### I/O pins on the die edge, run 1

Pins as bars across the die edge, other pins in grey.
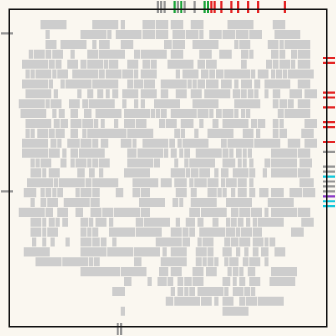
### Where the registers sit, run 1

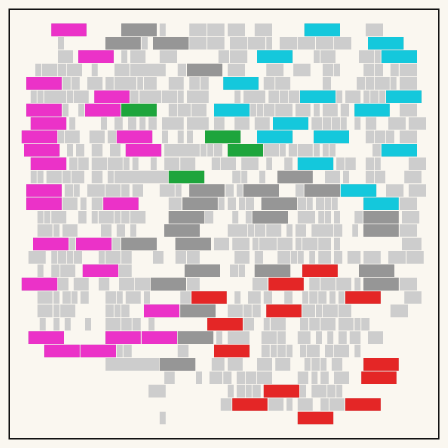
### Wiring by layer, run 1

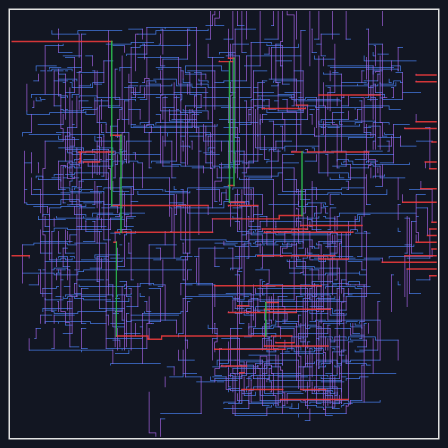
### Gate-type map, run 1

Bar = 20 um.
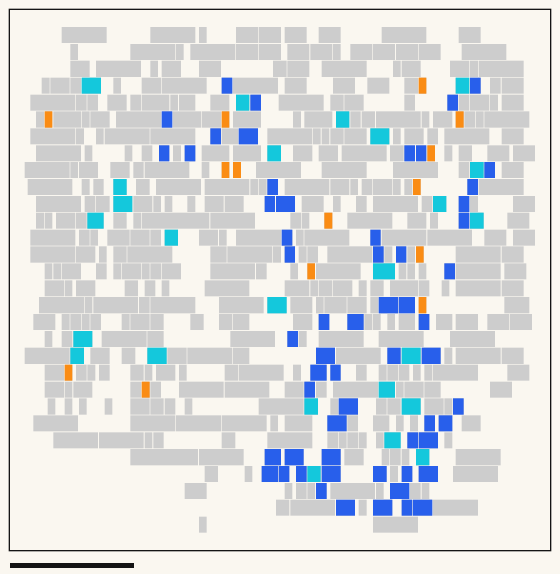
--- src/rtl/parking_pkg.sv ---
// Shared state encoding, display codes and small helpers for the parking
// access controller.
package parking_pkg;

  typedef logic [2:0] state_t;

  localparam state_t ST_IDLE  = 3'd0;
  localparam state_t ST_WAIT  = 3'd1;
  localparam state_t ST_GRANT = 3'd2;
  localparam state_t ST_DENY  = 3'd3;
  localparam state_t ST_STOP  = 3'd4;
  localparam state_t ST_LOCK  = 3'd5;

  typedef enum logic [2:0] {
    STAT_IDLE  = 3'd0,
    STAT_WAIT  = 3'd1,
    STAT_GRANT = 3'd2,
    STAT_DENY  = 3'd3,
    STAT_STOP  = 3'd4,
    STAT_LOCK  = 3'd5
  } status_e;

  function automatic int max_int(input int a, input int b);
    return (a > b) ? a : b;
  endfunction

  function automatic status_e status_of(input state_t s);
    case (s)
      ST_WAIT:  return STAT_WAIT;
      ST_GRANT: return STAT_GRANT;
      ST_DENY:  return STAT_DENY;
      ST_STOP:  return STAT_STOP;
      ST_LOCK:  return STAT_LOCK;
      default:  return STAT_IDLE;
    endcase
  endfunction

endpackage

--- src/rtl/sensor_sync_edge.sv ---
// Two-flop synchronizer for a lane sensor followed by an edge register that
// yields a settled level plus one-cycle rise/fall pulses aligned with it.
module sensor_sync_edge (
  input  logic clk,
  input  logic rst,
  input  logic async_in,
  output logic level,
  output logic rise,
  output logic fall
);

  logic meta, sync;

  always_ff @(posedge clk) begin
    if (rst) begin
      meta  <= 1'b0;
      sync  <= 1'b0;
      level <= 1'b0;
      rise  <= 1'b0;
      fall  <= 1'b0;
    end else begin
      meta  <= async_in;
      sync  <= meta;
      level <= sync;
      rise  <= sync & ~level;
      fall  <= ~sync & level;
    end
  end

endmodule

--- src/rtl/parking_access_ctrl.sv ---
// Entry/exit lane controller: password gate with retry lockout, stall stop,
// occupancy counters and registered light/status outputs.
module parking_access_ctrl
  import parking_pkg::*;
#(
  parameter int                CAPACITY     = 8,
  parameter int                PASS_W       = 4,
  parameter logic [PASS_W-1:0] PASS_CODE    = 4'h5,
  parameter int                PASS_TIMEOUT = 1000,
  parameter int                MAX_TRIES    = 3,
  parameter int                LOCK_CYCLES  = 5000,
  parameter int                STALL_CYCLES = 2000,
  parameter int                BLINK_CYCLES = 25_000_000,
  parameter int                TOTAL_W      = 16
) (
  input  logic                              clk,
  input  logic                              rst,
  input  logic                              sense_entry,
  input  logic                              sense_exit,
  input  logic [PASS_W-1:0]                 pass_in,
  input  logic                              pass_valid,
  output logic                              green_light,
  output logic                              red_light,
  output logic                              full,
  output logic                              locked,
  output logic [$clog2(CAPACITY+1)-1:0]     space_available,
  output logic [$clog2(CAPACITY+1)-1:0]     space_utilized,
  output logic [TOTAL_W-1:0]                count_cars,
  output logic [2:0]                        status
);

  localparam int CNT_W = $clog2(CAPACITY+1);
  localparam int T_MAX = max_int(max_int(PASS_TIMEOUT, LOCK_CYCLES), STALL_CYCLES);
  localparam int TMR_W = $clog2(T_MAX+1);
  localparam int TRY_W = $clog2(MAX_TRIES+1);
  localparam int BLK_W = max_int(1, $clog2(BLINK_CYCLES));

  logic entry_lvl, entry_rise, entry_fall;
  logic exit_lvl, exit_rise, exit_fall_unused;

  sensor_sync_edge u_entry (
    .clk(clk), .rst(rst), .async_in(sense_entry),
    .level(entry_lvl), .rise(entry_rise), .fall(entry_fall)
  );

  sensor_sync_edge u_exit (
    .clk(clk), .rst(rst), .async_in(sense_exit),
    .level(exit_lvl), .rise(exit_rise), .fall(exit_fall_unused)
  );

  state_t             state;
  logic [TMR_W-1:0]   timer;
  logic [TRY_W-1:0]   tries;
  logic [TRY_W-1:0]   tries_next;
  logic [BLK_W-1:0]   blink_cnt;
  logic               blink;
  logic               pass_ok;
  logic               admit;
  logic               exit_ok;

  assign full       = (space_available == '0);
  assign pass_ok    = pass_valid && (pass_in == PASS_CODE);
  assign tries_next = tries + TRY_W'(1);
  assign admit      = (state == ST_GRANT) && entry_fall;
  assign exit_ok    = exit_rise && (space_utilized != '0);

  // One shared timer: cleared on every entry to a timed state, except DENY,
  // which keeps the password window running from WAIT.
  always_ff @(posedge clk) begin
    if (rst) begin
      state <= ST_IDLE;
      timer <= '0;
      tries <= '0;
    end else begin
      case (state)
        ST_IDLE: begin
          if (entry_rise && !full) begin
            state <= ST_WAIT;
            timer <= '0;
            tries <= '0;
          end
        end
        ST_WAIT, ST_DENY: begin
          timer <= timer + TMR_W'(1);
          if (pass_ok) begin
            state <= ST_GRANT;
            timer <= '0;
          end else if (pass_valid) begin
            tries <= tries_next;
            if (tries_next >= TRY_W'(MAX_TRIES)) begin
              state <= ST_LOCK;
              timer <= '0;
            end else begin
              state <= ST_DENY;
            end
          end else if (timer == TMR_W'(PASS_TIMEOUT-1) || !entry_lvl) begin
            state <= ST_IDLE;
          end
        end
        ST_GRANT: begin
          if (entry_fall) begin
            state <= ST_IDLE;
          end else if (entry_lvl) begin
            timer <= timer + TMR_W'(1);
            if (timer == TMR_W'(STALL_CYCLES-1)) state <= ST_STOP;
          end
        end
        ST_STOP: begin
          if (pass_ok && !entry_lvl && !exit_lvl) state <= ST_IDLE;
        end
        ST_LOCK: begin
          timer <= timer + TMR_W'(1);
          if (timer == TMR_W'(LOCK_CYCLES-1)) state <= ST_IDLE;
        end
        default: state <= ST_IDLE;
      endcase
    end
  end

  // A simultaneous admit and exit cancel on occupancy but still count the car.
  always_ff @(posedge clk) begin
    if (rst) begin
      space_available <= CNT_W'(CAPACITY);
      space_utilized  <= '0;
      count_cars      <= '0;
    end else begin
      if (admit && !exit_ok) begin
        space_available <= space_available - CNT_W'(1);
        space_utilized  <= space_utilized + CNT_W'(1);
      end else if (exit_ok && !admit) begin
        space_available <= space_available + CNT_W'(1);
        space_utilized  <= space_utilized - CNT_W'(1);
      end
      if (admit) count_cars <= count_cars + TOTAL_W'(1);
    end
  end

  always_ff @(posedge clk) begin
    if (rst) begin
      blink_cnt <= '0;
      blink     <= 1'b0;
    end else if (blink_cnt == BLK_W'(BLINK_CYCLES-1)) begin
      blink_cnt <= '0;
      blink     <= ~blink;
    end else begin
      blink_cnt <= blink_cnt + BLK_W'(1);
    end
  end

  always_ff @(posedge clk) begin
    if (rst) begin
      green_light <= 1'b0;
      red_light   <= 1'b0;
      locked      <= 1'b0;
      status      <= 3'd0;
    end else begin
      green_light <= (state == ST_GRANT) || ((state == ST_WAIT) && blink);
      locked      <= (state == ST_LOCK);
      status      <= status_of(state);
      case (state)
        ST_IDLE:          red_light <= full;
        ST_DENY:          red_light <= 1'b1;
        ST_STOP, ST_LOCK: red_light <= blink;
        default:          red_light <= 1'b0;
      endcase
    end
  end

endmodule

--- config.mk ---
export PLATFORM = sky130hd
export DESIGN_NAME = parking_access_ctrl
export DESIGN_NICKNAME = d
export VERILOG_FILES = /design/src/rtl/parking_pkg.sv /design/src/rtl/sensor_sync_edge.sv /design/src/rtl/parking_access_ctrl.sv
export SDC_FILE = /design/constraint.sdc
export NUM_CORES = 1
export LEC_CHECK = 0
export CAP_MARGIN = 25
export CORE_MARGIN = 2
export CORE_UTILIZATION = 55
export CTS_BUF_LIST = sky130_fd_sc_hd__clkbuf_2
export DETAILED_ROUTE_END_ITERATION = 6
export PLACE_DENSITY = 0.78
export RECOVER_POWER = 50
export SYNTH_ARGS = -nofsm -noshare
export SYNTH_HDL_FRONTEND = slang
export SYNTH_HIERARCHICAL = 1
export SYNTH_SLANG_ARGS = --single-unit
--- constraint.sdc ---
create_clock -name clk -period 4.3 [get_ports clk]
set_clock_uncertainty 0.05 [all_clocks]
set_input_delay 1.29 -clock clk [delete_from_list [all_inputs] [get_ports clk]]
set_output_delay 1.29 -clock clk [all_outputs]
set_load 0.02 [all_outputs]
==> results.sh, run 1 <==
# flow metrics
export IMPL_worstPathMaxFanout=6
export IMPL_clk_latency_ns=0.53
export IMPL_n_fill_cell=572
export IMPL_max_cap_violations=1
export IMPL_max_freq_mhz=282
export IMPL_cts_buffers=9
export IMPL_yosys_warnings=6
export IMPL_p_int_uw=990
export IMPL_finalCritPeriodShare_pct=82.6
export IMPL_comb_cells=328
export IMPL_met3_usage_pct=3.51
export IMPL_worst_path_buf_inv=1
export IMPL_hpwlAfterDp_um=5260
export IMPL_vias=3212
export IMPL_dr_pass1_iters=4
export IMPL_start_kind="flip-flop"
export IMPL_pwr_share_clk_pct=35.7
export IMPL_clk_pin_slew_ns=0.20
export IMPL_period_minus_slack_ns=3.55
export IMPL_sequentialPowerShare_pct=61.0
export IMPL_cts_hold_buf=0
export IMPL_inverters=14
export IMPL_largestRegisters="blink_cnt x25, count_cars x16, timer x13"
export IMPL_largest_reg_flops=25
export IMPL_crit_path_cell_trace="nor4_1, clkdlybuf4s50_1"
export IMPL_syn_area_mm2=0.00379
export IMPL_clock_path_buffers=2
export IMPL_p_sw_share_pct=22.9
export IMPL_powerComb_uw=41.8
export IMPL_peakVddDrop_mv=0.207
export IMPL_grt_max_degree=38
export IMPL_clock_area_share_pct=3.21
export IMPL_final_cell_mix="dfxtp_1, nor2_1, clkdlybuf4s50_1, nand2_1, xnor2_1"
export IMPL_fp_util_pct=56.4
export IMPL_first_global_vias=2892
export IMPL_holdWs_ns=0.408
export IMPL_required_ns=2.96
export IMPL_io_pins=40
export IMPL_clock_sinks=83
export IMPL_grtUsageMet2_pct=34.7
export IMPL_powerDensity_mw_per_mm2=294
export IMPL_finalSetupViolCount=0
export IMPL_drt_initial_drc_count=182
export IMPL_drc=0
export IMPL_synthToLayoutAreaGrowth_pct=15.2
export IMPL_vias_per_cell=5.71
export IMPL_wl_met3_um=428
export IMPL_pwr_share_comb_pct=3.3
export IMPL_finalHoldViolations=0
export IMPL_slowest_stage="clkdlybuf4s50_1"
export IMPL_flops=83
export IMPL_place_area_mm2=0.00423
export IMPL_dp_cells=546
export IMPL_warning_count=26
export IMPL_startpoint="space_available[0]$_SDFFE_PP0P_"
export IMPL_logic_area_mm2=0.00201
export IMPL_diodes=0
export IMPL_seq_share_pct=38.1
export IMPL_critical_path_depth=2
export IMPL_pg_clk_uw=459
export IMPL_pre_cts_slack_ns=0.615
export IMPL_status="finished with violations"
export IMPL_cts_tree="built"
export IMPL_top_power_group="registers"
export IMPL_whs_endpoint="u_entry/fall$_SDFF_PP0_"
export IMPL_worst_slew_pin_transition_ns=1.62
export IMPL_grt_busiest_layer="met2"
export IMPL_largest_class="logic gates"
export IMPL_worstHoldPathType="reg2reg"
export IMPL_ff2ff_path_depth=10
export IMPL_post_route_util_pct=65.0
export IMPL_critPathMaxStageDelay_ns=0.71
export IMPL_cts_root_buf="clkbuf_2"
export IMPL_dieArea_mm2=0.00757
export IMPL_maxSlewHeadroom_pct=-7.70
export IMPL_gp_congestion=0.894
export IMPL_buffer_area_share_pct=9.15
export IMPL_reg2reg_slack_ns=1.17
export IMPL_violations="capacitance limit, slew limit"
export IMPL_syn_inst=441
export IMPL_p_leak_uw=0.00144
export IMPL_drv_slew=38
export IMPL_tapcell_inserted=80
export IMPL_cts_resized_gates=0
export IMPL_grt_use_met1_pct=25.4
export IMPL_postSynthAreaPerCell_um2=8.59
export IMPL_r2r_start="state[1]$_SDFFE_PP0P_"
export IMPL_antenna_found_initial=0
export IMPL_row_count=30
export IMPL_crit_family="buffers and inverters"
export IMPL_post_cts_setup_buffers=0
Notes on 'I/O pins on the die edge' above:
count_cars: shown in red, pins 16, direction output, edge 8 top, 8 right. space_available: shown in green, pins 4, direction output, edge top. pass_valid: shown in purple, pins 1, direction input, edge right. status: shown in cyan, pins 3, direction output, edge right.
die height: 87.0 um
IO Port Bufs: 39
Die X-Extent: 87.0 um

Notes on 'Where the registers sit' above:
space_available: shown in green, sequential cells 4. timer: shown in red, sequential cells 13. count_cars: shown in cyan, sequential cells 16. blink_cnt: shown in magenta, sequential cells 25.
Another 25 sequential cells are not coloured.
seq pwr: 783 uW
Reg area: 0.00166 mm^2

Notes on 'Wiring by layer' above:
metal 2: shown in purple, wire length 3,530 um. metal 3: shown in red, wire length 428 um. metal 1: shown in blue, wire length 3,360 um. metal 4: shown in green, wire length 146 um.
Post-Route WL: 7460 um
WL/cell: 13.3 um
Total Routing Usage GR: 20.4%

Notes on 'Gate-type map' above:
inverting AOI/OAI gates: shown in blue, cells 59, most used a21oi_1. inverters: shown in orange, cells 14, most used inv_1. AND and OR gates: shown in cyan, cells 25, most used or3_1.
most numerous logic cell after layout: dfxtp_1
fin cells: 563

--- run 2 (diff from run 1) ---
==> constraint.sdc (replaced) <==
create_clock -name clk -period 3.42 [get_ports clk]
set_clock_uncertainty 0.05 [all_clocks]
set_input_delay 1.026 -clock clk [delete_from_list [all_inputs] [get_ports clk]]
set_output_delay 1.026 -clock clk [all_outputs]
set_load 0.02 [all_outputs]
### Gate-type map, run 2

Bar = 20 um.
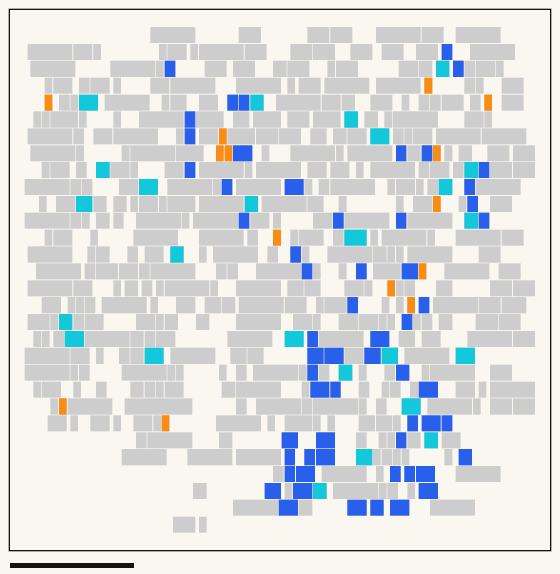
inverting AOI/OAI gates: shown in blue, cells 59, most used a21oi_1. AND and OR gates: shown in cyan, cells 25, most used or3_1. inverters: shown in orange, cells 14, most used inv_1.
fin cells: 567
Comb/total area: 46.0%

==> run 2 against run 1 <==
The run now ends clean. Worst hold slack better by 0.0046 ns. Global-route usage up 0.80 points. Area after synthesis unchanged. Clock-buffer cell count up 1. Via count down 0.12%. Critical path type unchanged. Largest cell class unchanged. Largest power group unchanged.
==> results.sh, run 2 <==
# flow metrics
export IMPL_status="finished clean"
export IMPL_wl_per_cell_um=13.4
export IMPL_post_route_util_pct=65.0
export IMPL_cts_hold_buf=0
export IMPL_cts_resized_gates=0
export IMPL_crit_path_end="full"
export IMPL_htree_num_levels=3
export IMPL_top_power_group="registers"
export IMPL_worst_path_buf_inv=1
export IMPL_startpoint="space_available[0]$_SDFFE_PP0P_"
export IMPL_max_cap_violations=0
export IMPL_period_minus_slack_ns=3.26
export IMPL_gp_congestion=0.880
export IMPL_pwr_share_clk_pct=32.9
export IMPL_maxSlewHeadroom_pct=2.39
export IMPL_crit_path_cell_trace="nor4_1, clkdlybuf4s50_1"
export IMPL_min_delay_start="u_entry/meta$_SDFF_PP0_"
export IMPL_syn_inst=441
export IMPL_powerDensity_mw_per_mm2=354
export IMPL_p_leak_uw=0.00145
export IMPL_worstHoldPathType="reg2reg"
export IMPL_fp_dieH_um=87.0
export IMPL_clk_latency_ns=0.51
export IMPL_pwr_share_comb_pct=3.5
export IMPL_min_path_cells=1
export IMPL_whs_endpoint="u_entry/sync$_SDFF_PP0_"
export IMPL_clock_sinks=83
export IMPL_synthToLayoutAreaGrowth_pct=15.4
export IMPL_grt_overflow=0
export IMPL_route_top_layer_used="met4"
export IMPL_ant_nets=0
export IMPL_met2_length_um=3740
export IMPL_die_x_um=87.0
export IMPL_required_ns=2.34
export IMPL_vias=3208
export IMPL_reg2reg_slack_ns=0.66
export IMPL_n_fill_cell=570
export IMPL_critPathMaxStageDelay_ns=0.71
export IMPL_vias_per_cell=5.66
export IMPL_slowest_stage="clkdlybuf4s50_1"
export IMPL_first_global_vias=2845
export IMPL_finalSetupViolCount=0
export IMPL_grtUsageMet2_pct=35.9
export IMPL_max_freq_mhz=307
export IMPL_ff2ff_path_depth=9
export IMPL_logic_area_mm2=0.00201
export IMPL_dp_cells=550
export IMPL_dr_pass1_iters=4
export IMPL_clkbuf_count=11
export IMPL_final_common_cell="dfxtp_1"
export IMPL_grt_usage_pct=21.2
export IMPL_met3_usage_pct=5.21
export IMPL_largest_reg_flops=25
export IMPL_rsz0062_at_grt="false"
export IMPL_post_cts_setup_buffers=0
export IMPL_dieArea_mm2=0.00757
export IMPL_comb_cells=328
export IMPL_wirelength_um=7630
export IMPL_r2r_start="state[0]$_SDFFE_PP0P_"
export IMPL_worst_slew_pin_transition_ns=1.46
export IMPL_crit_arrival_ns=2.18
export IMPL_nets=502
export IMPL_power_uw=1550
export IMPL_p_int_uw=1180
export IMPL_grt_pass1_wl_um=12900
export IMPL_clock_path_buffers=2
export IMPL_inverters=14
export IMPL_drt_initial_drc_count=168
export IMPL_sequentialPowerShare_pct=63.5
export IMPL_worstPathMaxFanout=6
export IMPL_clock_area_share_pct=2.66
export IMPL_fin_ws_ns=0.162
export IMPL_pg_clk_uw=510
export IMPL_flops=83
export IMPL_largest_class="logic gates"
export IMPL_crit_type="reg2out"
export IMPL_fp_nets=461
export IMPL_fin_setup_tns_ns=0
export IMPL_holdWs_ns=0.413
export IMPL_finalCritPeriodShare_pct=95.2
export IMPL_syn_area_mm2=0.00379
export IMPL_worstReg2RegEnd="space_utilized[3]$_SDFFE_PP0P_"
export IMPL_grt_use_met1_pct=26.4
export IMPL_cts_buffers=9
export IMPL_critical_path_depth=2
export IMPL_peakVddDrop_mv=0.227
export IMPL_diodes=0
export IMPL_postSynthAreaPerCell_um2=8.59
export IMPL_warning_count=26
export IMPL_io_pins=40
export IMPL_grt_max_degree=32
export IMPL_cts_root_buf="clkbuf_2"
export IMPL_p_sw_share_pct=23.9
export IMPL_clk_pin_slew_ns=0.23
export IMPL_powerComb_uw=55.0
export IMPL_drive_gt1_share_pct=5.34
export IMPL_hpwlAfterDp_um=5380
export IMPL_seq_cell_power_uw=984
export IMPL_crit_family="buffers and inverters"
export IMPL_end_kind="output port"
export IMPL_place_area_mm2=0.00426
export IMPL_final_cell_mix="dfxtp_1, nor2_1, nand2_1, clkdlybuf4s50_1, xnor2_1"
export IMPL_antenna_found_initial=0
export IMPL_yosys_warnings=6
export IMPL_seq_share_pct=38.0
export IMPL_drc=0
export IMPL_io_buffers=39
export IMPL_fp_util_pct=56.4
export IMPL_p_sw_uw=370
export IMPL_row_count=30
export IMPL_finalHoldViolations=0
export IMPL_seq_area_mm2=0.00166
export IMPL_pre_cts_slack_ns=0.0741
export IMPL_buffer_area_share_pct=9.82
export IMPL_largestRegisters="blink_cnt x25, count_cars x16, timer x13"
export IMPL_core_mm2=0.00672
export IMPL_met1Wirelength_um=3460
export IMPL_tapcell_inserted=80
export IMPL_final_area_mm2=0.00437
export IMPL_grt_busiest_layer="met2"
export IMPL_wl_met3_um=327
export IMPL_drv_slew=0
export IMPL_start_kind="flip-flop"
export IMPL_buffers=46
export IMPL_cts_tree="built"
export IMPL_largest_register="blink_cnt"
--- run 3 (diff from run 2) ---
--- a/config.mk
+++ b/config.mk
@@ -6,6 +6,7 @@
 export NUM_CORES = 1
 export LEC_CHECK = 0
 export CAP_MARGIN = 25
+export CORE_ASPECT_RATIO = 1.4
 export CORE_MARGIN = 2
 export CORE_UTILIZATION = 55
 export CTS_BUF_LIST = sky130_fd_sc_hd__clkbuf_2
### Clock nets, run 3

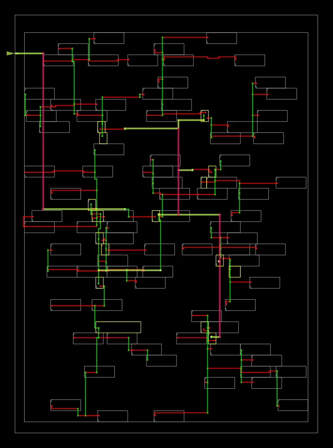
Num CTS Buffers: 9
num sequential: 83

==> run 3 against run 2 <==
Combinational power barely moved. Area after synthesis unchanged. Sequential share of layout area hardly changed. Core utilization is 1.0 points higher. Largest cell class unchanged. Routed wire length up 1.2%. Clock power fell by 4.7%. Largest power group unchanged.
==> results.sh, run 3 <==
# flow metrics
export IMPL_status="finished clean"
export IMPL_post_route_util_pct=66.1
export IMPL_final_common_cell="dfxtp_1"
export IMPL_period_minus_slack_ns=3.10
export IMPL_final_area_mm2=0.00437
export IMPL_p_sw_share_pct=23.3
export IMPL_wl_met3_um=250
export IMPL_p_leak_uw=0.00144
export IMPL_cts_root_buf="clkbuf_2"
export IMPL_nets=501
export IMPL_finalSetupViolCount=0
export IMPL_whs_endpoint="u_entry/fall$_SDFF_PP0_"
export IMPL_met2_length_um=3990
export IMPL_post_cts_setup_buffers=0
export IMPL_grt_busiest_layer="met2"
export IMPL_cts_hold_buf=0
export IMPL_crit_arrival_ns=2.03
export IMPL_vias=3246
export IMPL_final_cell_mix="dfxtp_1, nor2_1, clkdlybuf4s50_1, nand2_1, xnor2_1"
export IMPL_grt_overflow=0
export IMPL_power_uw=1530
export IMPL_pwr_share_comb_pct=3.6
export IMPL_min_path_cells=1
export IMPL_max_freq_mhz=322
export IMPL_grt_use_met1_pct=24.5
export IMPL_antenna_found_initial=0
export IMPL_drc=0
export IMPL_r2r_start="state[0]$_SDFFE_PP0P_"
export IMPL_drt_initial_drc_count=120
export IMPL_worst_path_buf_inv=1
export IMPL_clock_path_buffers=2
export IMPL_worstReg2RegEnd="space_utilized[3]$_SDFFE_PP0P_"
export IMPL_hpwlAfterDp_um=5530
export IMPL_largest_class="logic gates"
export IMPL_warning_count=26
export IMPL_dr_pass1_iters=6
export IMPL_powerComb_uw=55.2
export IMPL_io_pins=40
export IMPL_route_top_layer_used="met4"
export IMPL_startpoint="space_available[0]$_SDFFE_PP0P_"
export IMPL_yosys_warnings=6
export IMPL_fp_util_pct=57.3
export IMPL_seq_area_mm2=0.00166
export IMPL_largest_register="blink_cnt"
export IMPL_buffers=45
export IMPL_seq_cell_power_uw=984
export IMPL_powerDensity_mw_per_mm2=349
export IMPL_finalHoldViolations=0
export IMPL_reg2reg_slack_ns=0.58
export IMPL_p_sw_uw=355
export IMPL_dieArea_mm2=0.00758
export IMPL_row_count=35
export IMPL_slowest_stage="clkdlybuf4s50_1"
export IMPL_ant_nets=0
export IMPL_wl_per_cell_um=13.3
export IMPL_comb_area_share_pct=46.0
export IMPL_wirelength_um=7720
export IMPL_finalCritPeriodShare_pct=90.8
export IMPL_logic_area_mm2=0.00201
export IMPL_crit_family="buffers and inverters"
export IMPL_ff2ff_path_depth=9
export IMPL_comb_cells=328
export IMPL_clock_area_share_pct=2.49
export IMPL_seq_share_pct=38.0
export IMPL_met1Wirelength_um=3370
export IMPL_top_power_group="registers"
export IMPL_required_ns=2.34
export IMPL_grtUsageMet2_pct=39.9
export IMPL_dp_cells=561
export IMPL_crit_type="reg2out"
export IMPL_critPathMaxStageDelay_ns=0.70
export IMPL_clkbuf_count=11
export IMPL_finalNonFillerCells=578
export IMPL_pwr_share_clk_pct=31.9
export IMPL_worstHoldPathType="reg2reg"
export IMPL_largest_reg_flops=25
export IMPL_critical_path_depth=2
export IMPL_core_mm2=0.00661
export IMPL_p_int_uw=1170
export IMPL_sequentialPowerShare_pct=64.5
export IMPL_clk_pin_slew_ns=0.22
export IMPL_vias_per_cell=5.62
export IMPL_inverters=14
export IMPL_cts_tree="built"
export IMPL_rsz0062_at_grt="false"
export IMPL_syn_area_mm2=0.00379
export IMPL_gp_congestion=0.839
export IMPL_grt_pass1_wl_um=13000
export IMPL_pre_cts_slack_ns=0.0423
export IMPL_fp_nets=461
export IMPL_place_area_mm2=0.00426
export IMPL_worstPathMaxFanout=6
export IMPL_min_delay_start="u_entry/sync$_SDFF_PP0_"
export IMPL_io_buffers=39
export IMPL_drive_gt1_share_pct=4.94
export IMPL_fin_setup_tns_ns=0
export IMPL_postSynthAreaPerCell_um2=8.59
export IMPL_peakVddDrop_mv=0.265
export IMPL_die_x_um=74.1
export IMPL_end_kind="output port"
export IMPL_clock_sinks=83
export IMPL_htree_num_levels=3
export IMPL_largestRegisters="blink_cnt x25, count_cars x16, timer x13"
export IMPL_clk_latency_ns=0.51
export IMPL_syn_inst=441
export IMPL_n_fill_cell=582
export IMPL_max_cap_violations=0
export IMPL_grt_usage_pct=21.9
export IMPL_first_global_vias=2998
export IMPL_diodes=0
export IMPL_maxSlewHeadroom_pct=6.72
export IMPL_holdWs_ns=0.406
export IMPL_crit_path_end="full"
export IMPL_grt_max_degree=32
export IMPL_buffer_area_share_pct=9.60
export IMPL_synthToLayoutAreaGrowth_pct=15.3
export IMPL_fin_ws_ns=0.316
export IMPL_fp_dieH_um=102
export IMPL_worst_slew_pin_transition_ns=1.40
export IMPL_start_kind="flip-flop"
export IMPL_met3_usage_pct=4.04
export IMPL_crit_path_cell_trace="nor4_1, clkdlybuf4s50_1"
export IMPL_tapcell_inserted=92
export IMPL_cts_resized_gates=0
Power and IR drop assume default switching activity.
